**Cell sizes after repair**

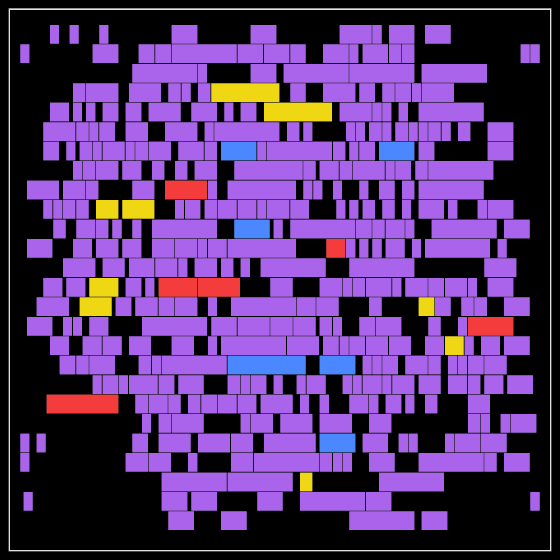
**Placement density heat map**

Bar = 20 um. 8 x 8 tiles, from dark blue (low) to red (high), 0 to 100% covered.
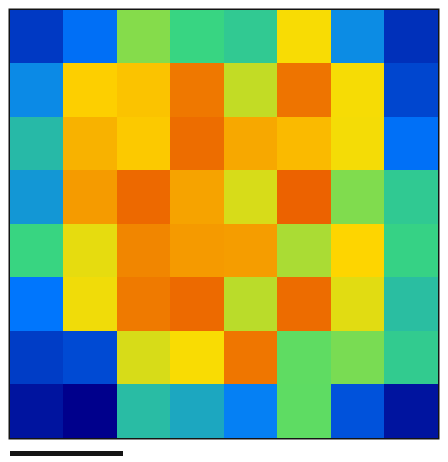
**Track usage over the die**

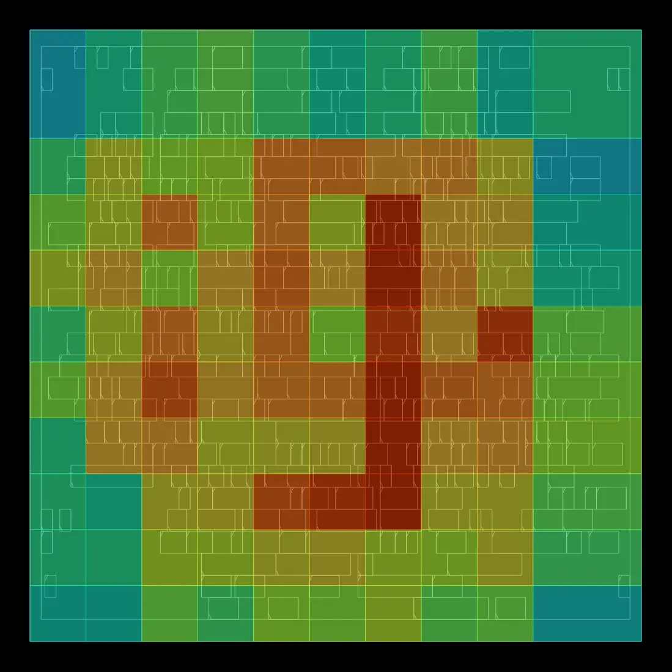
**The metal 2 layer**

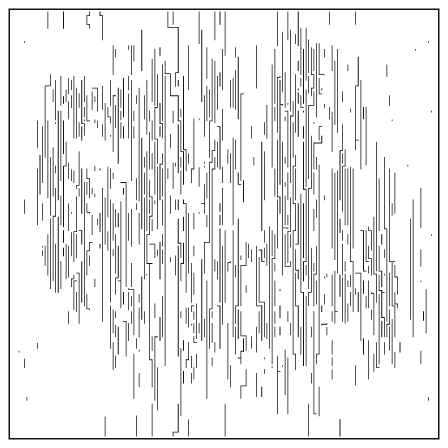
**Met1 routing**

Cells faint in the background.
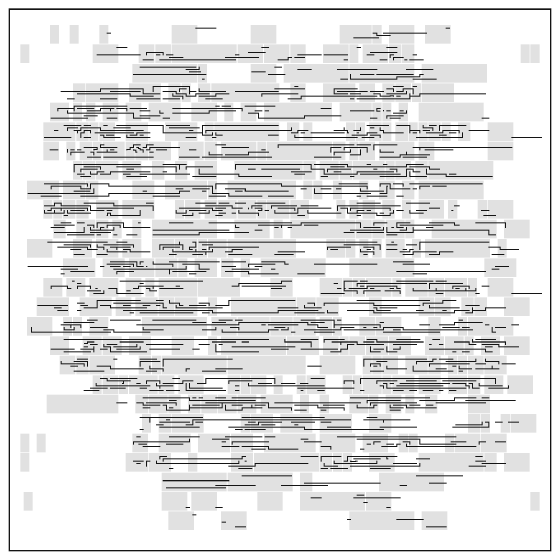
==> config.mk <==
export PLATFORM = sky130hd
export DESIGN_NAME = bird_motion
export DESIGN_NICKNAME = d
export VERILOG_FILES = /design/src/rtl/bird_motion.sv
export SDC_FILE = /design/constraint.sdc
export NUM_CORES = 1
export LEC_CHECK = 0
export CORE_MARGIN = 1
export CORE_UTILIZATION = 56
export DETAILED_ROUTE_END_ITERATION = 8
export GPL_TIMING_DRIVEN = 1
export PLACE_DENSITY = 0.82
export RECOVER_POWER = 100
export SYNTH_ARGS = -nofsm -noshare
export SYNTH_HDL_FRONTEND = slang
export SYNTH_SLANG_ARGS = --single-unit
==> constraint.sdc <==
create_clock -name clk -period 6.85 [get_ports clk]
set_clock_uncertainty 0.05 [all_clocks]
set_input_delay 2.055 -clock clk [delete_from_list [all_inputs] [get_ports clk]]
set_output_delay 2.055 -clock clk [all_outputs]
set_load 0.005 [all_outputs]
==> out/results.ini <==
[final_layout]
largest_reg_flops = 16
mostFrequentLayoutCells = nand2_1 (39), nor2_1 (30), dfrtp_1 (27), dlygate4sd3_1 (26), ha_1 (22)
layout.cells.non_filler = 443
antennaDiodeCount = 0
fillers = 478

[flow_run]
warnings = 31
max_cap_violations = 1

[critical_path]
r2r_slack_ns = 1.05
worst-path-stages = 18
cp-end-kind = register
path_common_cell = inv_1
path_class = input pin to register
cp_max_fo = 8

[detailed_routing]
routed.top_layer = met4
drc = 0
drtPass1Iterations = 6
viasPerCell = 5.948
drt_iter0_markers = 140

[global_routing]
antenna_found_initial = 0
grt_pass1_vias = 2328
grt_util_all_layers_pct = 25.56

[synthesis]
synth-edff-count = 0
synthFlopType = dfrtp_1
yosys_warnings = 0
yosys.area.top_type = dfrtp_1
postSynthSeqShare_pct = 26.70
syn_avg_cell_area_um2 = 8.351

[final_timing]
rsz0062_at_grt = no
tightestPinTransition_ns = 1.701
period_minus_slack_ns = 6.344
holdWs_ns = 0.4336
max_freq_mhz = 157.6
hold_violations = 0
drv_slew = 33

[power_and_ir_drop]
power_leakage_nw = 1.513
intPower_mw = 0.7221
power_frac_clock_pct = 12.8
switching_power_mw = 0.6837
ir_drop_mv = 0.4190

[clock_network]
post-cts-setup-buffers = 0
cts-htree-levels = 2
numCtsBuffers = 5

[floorplan]
die-width_um = 75.47
io_pins = 43

[status]
outcome = finished, violations left
failed_checks = capacitance limit, slew limit

[hold_path]
hold_depth = 2
min_path_type = register to register

[placed_design]
dpl-instance-area_mm2 = 0.003191
io_buffers = 30
dp_hpwl_mm = 5.283

## Picture notes: 'cell sizes after repair'
legend:
  purple:
    size: x1 and smaller
    cells: 352
  red:
    size: x3 and x4
    cells: 6
  blue:
    size: x6 and larger
    cells: 6
  yellow:
    size: x2
    cells: 9
cell area after layout: 0.003294 mm^2
Non-clk bufs: 32
fin worst setup slack: 0.5062 ns
Area Growth Syn to Fin: 8.982%

## Picture notes: 'placement density heat map'
fullest tile: 89%
nearly empty tiles: 1.6%
emptiest ninth of the die: lower left
mean over tiles: 56%
tiles over 75% full: 33%
densest ninth of the die: center
Core Area: 0.005140 mm^2
Starting Density: 58.81%

## Picture notes: 'track usage over the die'
met2 usage: 42.96%
routing usage on met3: 5.026%
met1 GRT Util: 34.03%

## Picture notes: 'the metal 2 layer'
share of all routed wire: 50%
main direction: vertical
longest straight run: 51.0 um
nets with wire on the layer: 345
via count: 2635
Post-Route WL: 6.895 mm

## Picture notes: 'met1 routing'
share of all routed wire: 44%
nets with wire on the layer: 366

## logic make-up (layout without fill, tap and decap cells)
group | Yosys count | in the layout | share of synthesized area (%)
other cells | 2 | 12 | 0.2484
xor+xnor | 15 | 15 | 4.967
buf+inv | 59 | 60 | 11.51
simple gates | 116 | 116 | 18.75
mux | 2 | 2 | 0.6623
flops | 32 | 32 | 26.70
compound gates | 112 | 112 | 27.07
fa+ha+maj | 24 | 24 | 10.10
## cell type report
type	count	area [um^2]	area share [%]
tap	70	87.58	2.659
sequential	32	807.0	24.50
clock inverter	2	35.03	1.063
clock buffer	6	72.57	2.203
timing repair buffer	32	311.5	9.457
multi-input combinational	281	1906	57.84
inverter	20	75.07	2.279
